`src/rtl/ex_operand_stage.sv`:
```
// rtl/ex_operand_stage.sv - registered ALU operand-prep stage with 2-entry skid buffer
module ex_operand_stage #(
  parameter int XLEN = 32
) (
  input  logic            clk,
  input  logic            rst,
  input  logic            flush,
  input  logic            in_valid,
  output logic            in_ready,
  input  logic [XLEN-1:0] in_rs1_data,
  input  logic [XLEN-1:0] in_rs2_data,
  input  logic [XLEN-1:0] in_pc,
  input  logic [XLEN-1:0] in_imm,
  input  logic            in_a_sel,
  input  logic            in_b_sel,
  input  logic [2:0]      in_funct3,
  input  logic            in_funct7_5,
  input  logic [4:0]      in_rd,
  output logic            out_valid,
  input  logic            out_ready,
  output logic [XLEN-1:0] out_a,
  output logic [XLEN-1:0] out_b,
  output logic            out_is_shift,
  output logic            out_sel_sr,
  output logic            out_sra,
  output logic [4:0]      out_rd
);

  typedef struct packed {
    logic [XLEN-1:0] a;
    logic [XLEN-1:0] b;
    logic            is_shift;
    logic            sel_sr;
    logic            sra;
    logic [4:0]      rd;
  } bundle_t;

  bundle_t prep;
  bundle_t main_q;
  bundle_t skid_q;
  logic    main_valid;
  logic    skid_valid;
  logic    in_fire;
  logic    out_fire;
  logic [XLEN-1:0] b_raw;

  // The shifter zeroes results for B > 31, so shift amounts are masked here.
  always_comb begin
    prep          = '0;
    b_raw         = in_b_sel ? in_imm : in_rs2_data;
    prep.a        = in_a_sel ? in_pc : in_rs1_data;
    prep.is_shift = (in_funct3[1:0] == 2'b01);
    prep.sel_sr   = (in_funct3 == 3'b101);
    prep.sra      = (in_funct3 == 3'b101) && in_funct7_5;
    prep.b        = prep.is_shift ? {{(XLEN-5){1'b0}}, b_raw[4:0]} : b_raw;
    prep.rd       = in_rd;
  end

  assign in_fire  = in_valid && in_ready;
  assign out_fire = main_valid && out_ready;

  always_ff @(posedge clk) begin
    if (rst) begin
      main_q     <= '0;
      skid_q     <= '0;
      main_valid <= 1'b0;
      skid_valid <= 1'b0;
    end else if (flush) begin
      main_valid <= 1'b0;
      skid_valid <= 1'b0;
    end else if (!main_valid || out_fire) begin
      // Skid holds the older bundle; while it is valid in_ready is low.
      if (skid_valid) begin
        main_q     <= skid_q;
        main_valid <= 1'b1;
        skid_valid <= 1'b0;
      end else if (in_fire) begin
        main_q     <= prep;
        main_valid <= 1'b1;
      end else begin
        main_valid <= 1'b0;
      end
    end else if (in_fire) begin
      skid_q     <= prep;
      skid_valid <= 1'b1;
    end
  end

  assign in_ready     = !skid_valid;
  assign out_valid    = main_valid;
  assign out_a        = main_q.a;
  assign out_b        = main_q.b;
  assign out_is_shift = main_q.is_shift;
  assign out_sel_sr   = main_q.sel_sr;
  assign out_sra      = main_q.sra;
  assign out_rd       = main_q.rd;

endmodule

```
`config.mk`:
```
export PLATFORM = sky130hd
export DESIGN_NAME = ex_operand_stage
export DESIGN_NICKNAME = d
export VERILOG_FILES = /design/src/rtl/ex_operand_stage.sv
export SDC_FILE = /design/constraint.sdc
export NUM_CORES = 1
export LEC_CHECK = 0
export CAP_MARGIN = 20
export CORE_AREA = 2 2 175 108
export DETAILED_ROUTE_END_ITERATION = 8
export DIE_AREA = 0 0 177 110
export GPL_TIMING_DRIVEN = 0
export PLACE_DENSITY = 0.75
export SYNTH_ARGS = -nofsm -noshare
export SYNTH_HDL_FRONTEND = slang
export SYNTH_SLANG_ARGS = --single-unit
export TNS_END_PERCENT = 30
```
`constraint.sdc`:
```
create_clock -name clk -period 2.1 [get_ports clk]
set_input_delay 0.525 -clock clk [delete_from_list [all_inputs] [get_ports clk]]
set_output_delay 0.525 -clock clk [all_outputs]
set_load 0.02 [all_outputs]
```
run_1/met1.png
The bar under the picture is 50 µm long. Supply wires on this layer in gray.
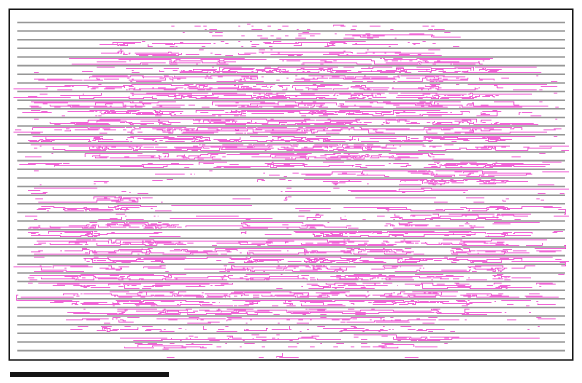
The longest straight run is 59.8 µm. 1,019 nets have wire on it. The layer holds 48% of the routed length. The layer carries 11,400 µm of wire.
GR met1 Demand/Resource: 0.363
count of vias placed by the detailed router: 7,045
drt total wl: 23,900 µm

run_1/met3.png
The bar under the picture is 50 µm long.
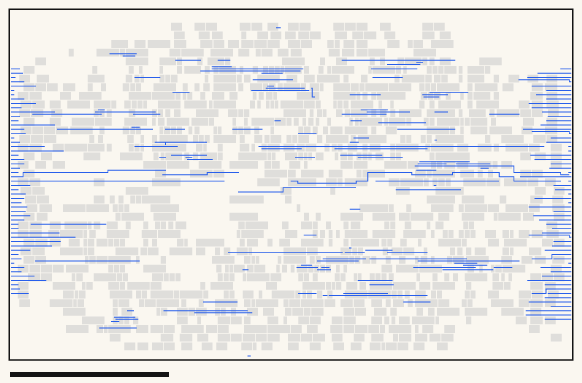
The layer holds 9.7% of the routed length. The longest straight run is 89.7 µm. 195 nets have wire on it. The layer carries 2,320 µm of wire.
met3 track demand over resource: 0.0621

==> impl_metrics.env, run 1 <==
# source this file to load flow results
export IMPL_final_area_um2=10100
export IMPL_netlist_logic_family_top="AND-OR/OR-AND gates"
export IMPL_place_detailed_hpwl_um=17700
export IMPL_worst_ep_required_time_ns=2.37
export IMPL_synth_async_sr_flop_share=0
export IMPL_final_cells=1262
export IMPL_xor_share=0
export IMPL_slowest_delay_ns=0.59
export IMPL_grt_pass1_wl_um=36400
export IMPL_post_place_cell_area_um2=9490
export IMPL_hold_violations=0
export IMPL_yosysWarnings=0
export IMPL_grtUsageTotal=0.242
export IMPL_pwr_density_cell_nw_per_um2=726
export IMPL_htreeDepth=4
export IMPL_detail_route_first_pass_iterations=5
export IMPL_drtIter0Drc=609
export IMPL_top_cells_by_count="sky130_fd_sc_hd__dfxtp_1, sky130_fd_sc_hd__a21oi_1, sky130_fd_sc_hd__nor3_1, sky130_fd_sc_hd__nand2_1, sky130_fd_sc_hd__mux2_2"
export IMPL_final_nets=1154
export IMPL_worst_path_buf_inv=3
export IMPL_critPathArrivalTime_ns=2.30
export IMPL_timing_max_transition_violations_final=0
export IMPL_crit_fanout=10
export IMPL_run_status="finished, final reports clean"
export IMPL_seq_area_frac_synth=0.416
export IMPL_vdd_ir_drop_worst_mv=0.480
export IMPL_via_per_inst=5.58
export IMPL_cts_sink_count=146
export IMPL_diodes=0
export IMPL_yosys_cell_count_top_type="sky130_fd_sc_hd__dfxtp_1"
export IMPL_final_layout_top_logic_cell="sky130_fd_sc_hd__clkdlybuf4s50_1"
export IMPL_drtAntennaViolNets=0
export IMPL_compound_area_frac=0.209
export IMPL_flops_after_synth=146
export IMPL_synth_area_um2=7030
export IMPL_cts_buffer_depth=2
export IMPL_yosys_area_share_adder=0
export IMPL_report_power_total_w=0.00733
export IMPL_placed_cells_incl_taps=1232
export IMPL_globalplace_congestion=0.838
export IMPL_post_drt_wl_per_cell_um=18.9
export IMPL_timing_fmax_mhz=493
export IMPL_proportion_of_synthesized_area_in_mux_cells=0.162
export IMPL_largest_net_degree_at_the_start_of_global_routing=17
export IMPL_warnings=26
export IMPL_syn_avg_cell_area_um2=9.05
export IMPL_cell_chosen_for_the_clock_root="sky130_fd_sc_hd__clkbuf_16"
export IMPL_enable_flop_cells=0
export IMPL_most_common_layout_cells="sky130_fd_sc_hd__clkdlybuf4s50_1, sky130_fd_sc_hd__dfxtp_1, sky130_fd_sc_hd__a21oi_1"
export IMPL_postCtsSetupRepairBufs=0
export IMPL_finalSetupViolations=0
export IMPL_antenna_violations_before_repair=0
export IMPL_synth_cell_types=35
export IMPL_finish_utilization=0.566
export IMPL_insertion_delay_ns=0.41
export IMPL_critical_path_slowest_cell="sky130_fd_sc_hd__clkdlybuf4s50_1"
export IMPL_fin_crit_ns=2.03
export IMPL_timing_critical_path_from_type="input port"
export IMPL_yosys_area_um2=7030
export IMPL_holdCritPathClass="reg -> reg"
export IMPL_placeableCoreArea_um2=17800
export IMPL_synth_yosys_num_cells=777
export IMPL_grt_overflow_total=0
run_1/zoom.png
The bar under the picture is 10 µm long. Window x 113 to 153, y 8 to 48 µm. Cells in gray, sequential cells in the stronger gray; small squares are vias.
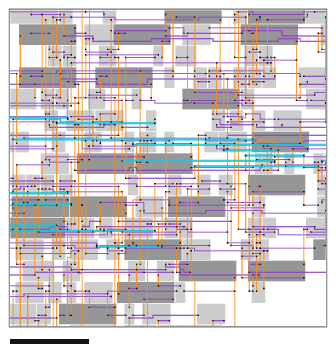
met3: shown in cyan. met2: shown in orange. met1: shown in purple.
Sequential cells in the window: 21. Netlist names of flops here include `skid_q` (13), `out_a` (7). Most frequent: nor3_1 (26), dfxtp_1 (21). 111 logic cells have their middle in the window.

run 1: where the power goes:
part	leakage (nW)	internal, W	switching (W)
registers	1.19	0.00287	0.0000577
clock network	0.279	0.00191	0.00124
logic	2.17	0.000637	0.000624
total	3.64	0.00542	0.00192
run 1: path summary, 6_finish.rpt:
kind,cells past startpoint,slack (ns),start,end
max,6,0.07,flush,out_a[20]$_SDFFE_PP0P_
max reg2reg,5,0.20,skid_valid$_SDFFE_PP0P_,out_b[20]$_SDFFE_PP0P_
min reg2reg,2,0.47,out_a[9]$_SDFFE_PP0P_,out_a[9]$_SDFFE_PP0P_
min,2,0.47,out_a[9]$_SDFFE_PP0P_,out_a[9]$_SDFFE_PP0P_
run 1: sequential cells by signal, summed over array words and instances (netlist names):
signal and count:
out_sra 1, skid_valid 1, out_rd 5, out_b 32
out_sel_sr 1, out_is_shift 1, out_a 32, out_valid 1
skid_q 72
run 1: per-stage QoR:
step	setup TNS [ns]	hold slack (ns)	setup WS (ns)
6_report	0	0.473	0.0717
5_1_grt	-0.0180	0.487	-0.00761
4_1_cts	0	0.473	0.00243
3_5_place_dp	-44.35	0.464	-0.517
3_3_place_gp	-43.97	0.457	-0.534
2_1_floorplan	0	0.450	0.502
run 1: cell type report:
type / instances / area, µm²
flip-flops and latches: 146 / 2920
well taps: 240 / 300
multi-input cells: 537 / 3660
fillers: 1632 / 7730
clock buffers: 20 / 447
repair buffers: 215 / 2150
inverters: 3 / 11.3
plain buffers: 90 / 448
clock inverters: 11 / 155
run 1: what timing repair did:
item	CTS	global route
resized	3	16
setup endpoints to repair	11	57
pin swaps	0	0
hold buffers	0	0
run 1: metal layers:
metal	vias to the layer above	GRT usage	wire length (µm)
met3	16	0.0621	2320
met5	-	0	0
met2	336	0.347	9930
li1	3350	-	-
met1	3343	0.363	11400
met4	0	0.0490	210
run_1/gate_families.png
The bar under the picture is 50 µm long.
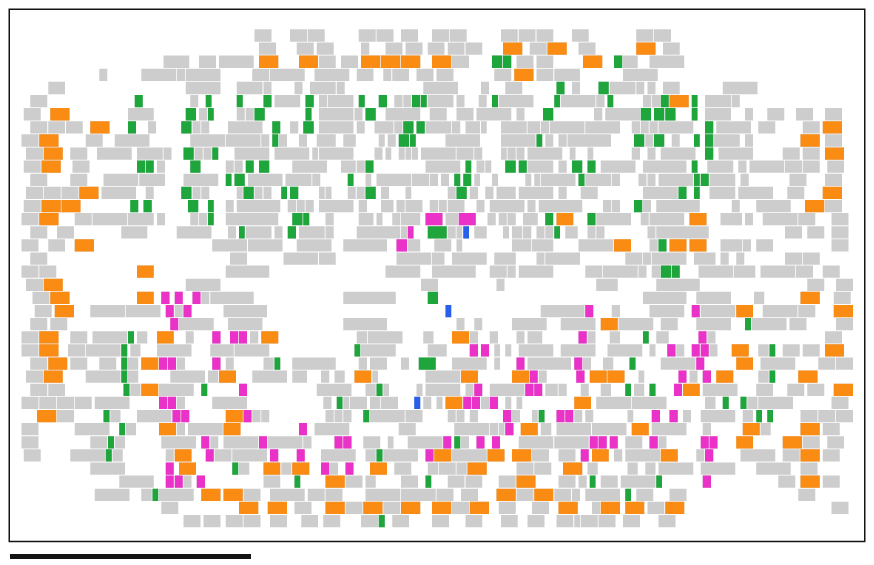

## Run 2: what changed since run 1
Settings changed: CORE_AREA 2 2 175 108 to 2 2 201 124, CTS_BUF_LIST from default to sky130_fd_sc_hd__clkbuf_4 sky130_fd_sc_hd__clkbuf_8, DIE_AREA 0 0 177 110 to 0 0 203 126, PLACE_DENSITY 0.75 to 0.61.
run_2/gate_families.png
The bar under the picture is 50 µm long.
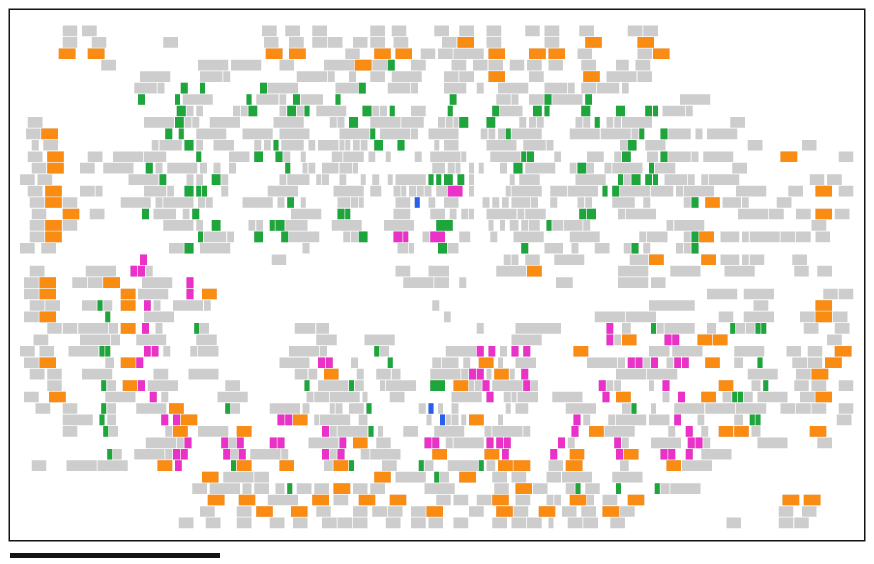
NAND gates: shown in green, cells 131. NOR gates: shown in magenta, cells 78. inverters: shown in blue, cells 3. multiplexers: shown in orange, cells 106, where spread over the die.
number of non-filler instances in the completed layout: 1,344
Comb/total area: 0.367
most common logic cell in the routed design: sky130_fd_sc_hd__clkdlybuf4s50_1

==> run 2 against run 1 <==
Clock-buffer cell count shrank 2. Utilization shrank 15 points. Critical path depth is the same. Routed wire length grew 6.5%. Final cell count grew 6.5%. Highest routed layer unchanged.
==> impl_metrics.env, run 2 <==
# source this file to load flow results
export IMPL_dominantRegCellSynth="sky130_fd_sc_hd__dfxtp_1"
export IMPL_holdCritPathClass="reg -> reg"
export IMPL_drtIter0Drc=473
export IMPL_route_met2_wl_um=10400
export IMPL_pwr_group_clock_w=0.00225
export IMPL_top_area_cell="sky130_fd_sc_hd__dfxtp_1"
export IMPL_path_class="in -> reg"
export IMPL_top_level_ports=218
export IMPL_cts_reportedPaths_clkPinSlew_ns=0.09
export IMPL_fp_utilization=0.296
export IMPL_yosys_area_um2=7030
export IMPL_grt_use_met2=0.280
export IMPL_finish_utilization=0.420
export IMPL_largest_register="skid_q"
export IMPL_setup_repair_after_global_routing_missed_its_margin="true"
export IMPL_num_rows=44
export IMPL_flops_after_synth=146
export IMPL_synth_yosys_num_cells=777
export IMPL_routed_wl_met3_um=2070
export IMPL_yosys_cell_count_top_type="sky130_fd_sc_hd__dfxtp_1"
export IMPL_critPathArrivalTime_ns=2.42
export IMPL_synth_cell_types=35
export IMPL_place_port_buffers=215
export IMPL_leakage_nw=3.54
export IMPL_hold_end="out_a[19]$_SDFFE_PP0P_"
export IMPL_max_slew_margin=0.468
export IMPL_critical_path_startpoint="flush"
export IMPL_top_cells_by_count="sky130_fd_sc_hd__dfxtp_1, sky130_fd_sc_hd__a21oi_1, sky130_fd_sc_hd__nor3_1, sky130_fd_sc_hd__nand2_1, sky130_fd_sc_hd__mux2_2"
export IMPL_post_drt_wl_per_cell_um=18.9
export IMPL_report_power_total_w=0.00645
export IMPL_antenna_violations_before_repair=0
export IMPL_cts_buffers_inserted=17
export IMPL_final_period_utilization=0.968
export IMPL_finalSetupViolations=0
export IMPL_switching_share=0.289
export IMPL_power_largest_group="registers"
export IMPL_cell_chosen_for_the_clock_root="sky130_fd_sc_hd__clkbuf_8"
export IMPL_whs_path_depth=2
export IMPL_tritoncts="built"
export IMPL_final_setup_skew_ns=0.0127
export IMPL_timing_fmax_mhz=492
export IMPL_synth_area_um2=7030
export IMPL_drtAntennaViolNets=0
export IMPL_drt_total_wl_um=25500
export IMPL_postCtsSetupRepairBufs=0
export IMPL_place_detailed_hpwl_um=19000
export IMPL_pwr_share_seq=0.454
export IMPL_most_common_layout_cells="sky130_fd_sc_hd__clkdlybuf4s50_1, sky130_fd_sc_hd__dfxtp_1, sky130_fd_sc_hd__a21oi_1"
export IMPL_via_per_inst=5.14
export IMPL_wl_met1_um=12800
export IMPL_top_cells_by_area="sky130_fd_sc_hd__dfxtp_1, sky130_fd_sc_hd__mux2_2, sky130_fd_sc_hd__a21oi_1"
export IMPL_globalplace_congestion=0.803
export IMPL_insertion_delay_ns=0.46
export IMPL_grt_util_met3=0.0520
export IMPL_maxCapViolCount=0
export IMPL_synth_async_sr_flop_share=0
export IMPL_p_comb_frac=0.197
export IMPL_pwr_density_cell_nw_per_um2=646
export IMPL_crit_fanout=10
export IMPL_reg2reg_setup_slack_ns=0.20
export IMPL_grtUsageTotal=0.197
export IMPL_detail_route_first_pass_iterations=5
export IMPL_worst_ep_required_time_ns=2.49
export IMPL_use_met1=0.298
export IMPL_htreeDepth=4
export IMPL_r2r_end="out_b[17]$_SDFFE_PP0P_"
export IMPL_die_area_um2=25600
export IMPL_startpoint_of_the_worst_slack_reg_to_reg_timing_path="skid_valid$_SDFFE_PP0P_"
export IMPL_run_status="finished, final reports clean"
export IMPL_highest_layer="met4"
export IMPL_warnings=27
export IMPL_seq_area_frac_synth=0.416
export IMPL_enable_flop_cells=0
export IMPL_tightest_slew_ns=0.798
export IMPL_syn_instance_count=777
export IMPL_timing_critical_path_from_type="input port"
export IMPL_hold_violations=0
export IMPL_pg_comb_w=0.00127
export IMPL_dr_total_vias=6910
export IMPL_die_y_um=126
export IMPL_yosysWarnings=0
export IMPL_power_internal_w=0.00458
export IMPL_diodes=0
export IMPL_grt_overflow_total=0
export IMPL_syn_avg_cell_area_um2=9.05
export IMPL_areaGrowthSynthToFinish_pct=41.8
export IMPL_layout_cell_share_with_drive_strength_beyond_1=0.162
export IMPL_cts_buffer_depth=2
export IMPL_first_global_vias=6838
export IMPL_largest_register_ff_count=72
export IMPL_drcViolationCount=0
export IMPL_grt_pass1_wl_um=39100
export IMPL_endpoint_kind="flop"
export IMPL_cts_sink_count=146
export IMPL_clockPowerShare=0.349
export IMPL_hold_path_startpoint="out_a[19]$_SDFFE_PP0P_"
export IMPL_die_width_um=203
export IMPL_pwr_group_sequential_w=0.00293
export IMPL_final_nets=1154
export IMPL_largest_net_degree_at_the_start_of_global_routing=17
export IMPL_busiest_layer="met1"
export IMPL_postSynthNetCount=921
export IMPL_endpoint_of_the_most_critical_setup_path="skid_q[35]$_SDFFE_PP0P_"
export IMPL_fin_crit_ns=2.03
export IMPL_vdd_ir_drop_worst_mv=0.326
export IMPL_power_net_switching_w=0.00186
export IMPL_netlist_area_leader_share=0.416
export IMPL_timing_max_transition_violations_final=0
export IMPL_placeableCoreArea_um2=23700
export IMPL_timing_reg2reg_worst_path_depth=5
run 2: cell types whose count changed in the layout (fill, tap and decap cells not counted), sizes merged:
cell	previous run	this run
clkinv	2	7
buf	44	43
bufinv	3	2
clkbuf	66	65
clkinvlp	4	3
inv	5	4
run 2: metrics by stage:
step | instance area [µm²] | setup WS [ns] | instances | TNS [ns] | hold WS [ns]
after CTS | 9970 | 0.0111 | 1344 | 0 | 0.474
after floorplan | 7030 | 0.502 | 777 | 0 | 0.450
after global placement | 9590 | -0.528 | 1314 | -49.20 | 0.458
after global routing | 9980 | -0.0371 | 1344 | -0.0701 | 0.492
final | 9980 | 0.0663 | 1344 | 0 | 0.472
after detailed placement | 9590 | -0.539 | 1314 | -51.37 | 0.460
run 2: final cells by class:
type | count | area, µm²
multi-input combinational | 537 | 3660
inverter | 3 | 11.3
buffer | 90 | 442
clock inverter | 13 | 138
timing repair buffer | 215 | 2150
sequential | 146 | 2920
fill | 2336 | 13800
clock buffer | 18 | 248
tap | 322 | 403
run 2: cells by family after synthesis:
logic type | count (synthesis) | share of synthesized area
DFF | 146 | 0.416
buffers and inverters | 94 | 0.0640
AOI/OAI and AO/OA | 218 | 0.209
and+or+nand+nor | 213 | 0.150
muxes | 106 | 0.162
run 2: repair_timing:
action,in CTS,in global routing
hold buffers,0,0
resized,2,7
gates cloned,0,0
setup endpoints to repair,11,39
run 2: worst max-delay path, stage by stage:
cell                              delay (ns)
sky130_fd_sc_hd__clkdlybuf4s50_1        0.52
sky130_fd_sc_hd__clkbuf_2               0.25
sky130_fd_sc_hd__inv_1                  0.30
sky130_fd_sc_hd__clkbuf_1               0.47
sky130_fd_sc_hd__nand4_1                0.17
sky130_fd_sc_hd__a21oi_1                0.18
## Run 3: what changed since run 2
Settings changed: CAP_MARGIN 20 to 15.
==> run 3 against run 2 <==
Utilization unchanged. Sequential power about the same. Synthesized cell count unchanged. Fmax unchanged. Cell area unchanged. Combinational power about the same. Register-to-register slack about the same. Global-route usage unchanged. Synthesized area unchanged. Flip-flop count unchanged. Largest cell class unchanged. Largest power group unchanged.
==> impl_metrics.env, run 3 <==
# source this file to load flow results
export IMPL_grt_use_met2=0.280
export IMPL_placeableCoreArea_um2=23700
export IMPL_startpoint_of_the_worst_slack_reg_to_reg_timing_path="skid_valid$_SDFFE_PP0P_"
export IMPL_globalplace_congestion=0.803
export IMPL_synth_cell_types=35
export IMPL_yosys_cell_count_top_type="sky130_fd_sc_hd__dfxtp_1"
export IMPL_critPathArrivalTime_ns=2.42
export IMPL_fin_crit_ns=2.03
export IMPL_finalSetupViolations=0
export IMPL_reg2reg_setup_slack_ns=0.20
export IMPL_worst_ep_required_time_ns=2.49
export IMPL_final_layout_top_logic_cell="sky130_fd_sc_hd__clkdlybuf4s50_1"
export IMPL_crit_fanout=10
export IMPL_drtAntennaViolNets=0
export IMPL_layout_cell_share_with_drive_strength_beyond_1=0.162
export IMPL_synth_yosys_num_cells=777
export IMPL_vdd_ir_drop_worst_mv=0.326
export IMPL_final_period_utilization=0.968
export IMPL_final_area_um2=9980
export IMPL_critPathTopFamily="buffers and inverters"
export IMPL_grtUsageTotal=0.197
export IMPL_post_drt_wl_per_cell_um=18.9
export IMPL_yosys_area_share_adder=0
export IMPL_htreeDepth=4
export IMPL_hold_violations=0
export IMPL_final_setup_skew_ns=0.0127
export IMPL_setup_repair_after_global_routing_missed_its_margin="true"
export IMPL_grt_pass1_wl_um=39100
export IMPL_grt_overflow_total=0
export IMPL_warnings=27
export IMPL_place_detailed_hpwl_um=19000
export IMPL_timing_reg2reg_worst_path_depth=5
export IMPL_antenna_violations_before_repair=0
export IMPL_final_nets=1154
export IMPL_hold_slack_ns=0.472
export IMPL_seq_area_frac_synth=0.416
export IMPL_netlist_logic_family_top="AND-OR/OR-AND gates"
export IMPL_most_common_layout_cells="sky130_fd_sc_hd__clkdlybuf4s50_1, sky130_fd_sc_hd__dfxtp_1, sky130_fd_sc_hd__a21oi_1"
export IMPL_insertion_delay_ns=0.46
export IMPL_slowest_delay_ns=0.52
export IMPL_hold_end="out_a[19]$_SDFFE_PP0P_"
export IMPL_r2r_end="out_b[17]$_SDFFE_PP0P_"
export IMPL_tritoncts="built"
export IMPL_drt_total_wl_um=25500
export IMPL_run_status="finished, final reports clean"
export IMPL_drtIter0Drc=473
export IMPL_whs_path_depth=2
export IMPL_cts_reportedPaths_clkPinSlew_ns=0.09
export IMPL_synth_cellmix_simpleShare=0.150
export IMPL_top_area_cell="sky130_fd_sc_hd__dfxtp_1"
export IMPL_cts_repair_resized=2
export IMPL_dr_total_vias=6910
export IMPL_tightest_slew_ns=0.798
export IMPL_busiest_layer="met1"
export IMPL_grt_util_met3=0.0520
export IMPL_post_place_cell_area_um2=9590
export IMPL_first_global_vias=6838
export IMPL_path_class="in -> reg"
export IMPL_num_rows=44
export IMPL_postCtsSetupRepairBufs=0
export IMPL_syn_instance_count=777
export IMPL_dp_slack_ns=-0.539
export IMPL_die_width_um=203
export IMPL_die_area_um2=25600
export IMPL_post_route_worst_setup_slack_ns=0.0663
export IMPL_timing_fmax_mhz=492
export IMPL_diodes=0
export IMPL_largest_net_degree_at_the_start_of_global_routing=17
export IMPL_dominantRegCellSynth="sky130_fd_sc_hd__dfxtp_1"
export IMPL_largest_register_ff_count=72
export IMPL_path_cells="clkdlybuf4s50_1 -> clkbuf_2 -> inv_1 -> clkbuf_1 -> nand4_1 -> a21oi_1"
export IMPL_compound_area_frac=0.209
export IMPL_fp_utilization=0.296
export IMPL_enable_flop_cells=0
export IMPL_via_per_inst=5.14
export IMPL_synth_area_um2=7030
export IMPL_cts_sink_count=146
export IMPL_postSynthNetCount=921
export IMPL_detail_route_first_pass_iterations=5
[run 3: cell counts in the layout (fill, tap and decap cells not counted)]
Identical to the previous run, type by type.
[run 3: worst max path at each step]
stage | to | slack (ns) | cells after the start
after floorplan | skid_q[43]$_SDFFE_PP0P_ | 0.50 | 5
after global placement | skid_q[67]$_SDFFE_PP0P_ | -0.53 | 6
after detailed placement | skid_q[65]$_SDFFE_PP0P_ | -0.54 | 6
after CTS | skid_q[65]$_SDFFE_PP0P_ | 0.01 | 6
after global routing | skid_q[35]$_SDFFE_PP0P_ | -0.04 | 6
final | skid_q[35]$_SDFFE_PP0P_ | 0.07 | 6
[run 3: stage by stage]
step	utilization	total power (W)	cells	setup TNS, ns
after global placement	0.404	0.00425	1314	-49.20
after CTS	0.420	0.00648	1344	0
after global routing	0.420	0.00671	1344	-0.0701
final	0.420	0.00645	1344	0
after floorplan	-	0.00362	777	0
after detailed placement	0.404	0.00426	1314	-51.37
[run 3: area by class of cell]
| cell class | instances | area (µm²) |
|---|---|---|
| Fill cell | 2336 | 13800 |
| Buffer | 90 | 442 |
| Multi-Input combinational cell | 537 | 3660 |
| Tap cell | 322 | 403 |
| Sequential cell | 146 | 2920 |
| Clock buffer | 18 | 248 |
| Clock inverter | 13 | 138 |
| Timing Repair Buffer | 215 | 2150 |
| Inverter | 3 | 11.3 |
[run 3: layer usage]
layer,up-vias,wire (µm)
met1,3270,12800
li1,3349,-
met5,-,0
met4,0,214
met3,15,2070
met2,276,10400
[run 3: logic make-up after synthesis]
group           count (synthesis)
compound gates                218
simple gates                  213
mux                           106
flops                         146
buf+inv                        94
[run 3: power by group]
group	switching (W)	internal, W
combinational	0.000636	0.000636
clock	0.00117	0.00108
sequential	0.0000577	0.00287
run_3/zoom.png
The bar under the picture is 10 µm long. Window x 132 to 172, y 12 to 52 µm. Cells in gray, sequential cells in the stronger gray; small squares are vias.
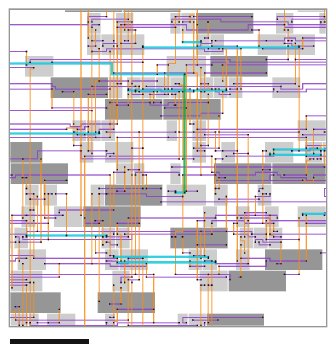
met2: shown in orange. met1: shown in purple. met3: shown in cyan. met4: shown in green.
89 logic cells have their middle in the window. Most frequent: nor3_1 (24), dfxtp_1 (17). Sequential cells in the window: 17. Netlist names of flops here include `skid_q` (12), `out_a` (5).


## Gallery

Routing congestion map.
(a)
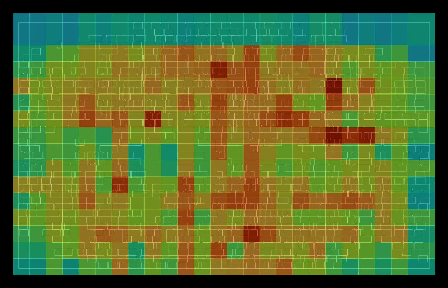
(b)
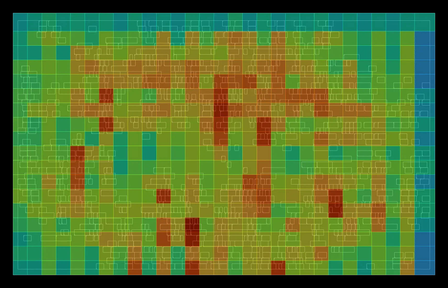
| from | picture |
|---|---|
| run 2 | (b) |
| run 1 | (a) |

Power figures rest on the tool's default switching activity, not on a simulated workload.
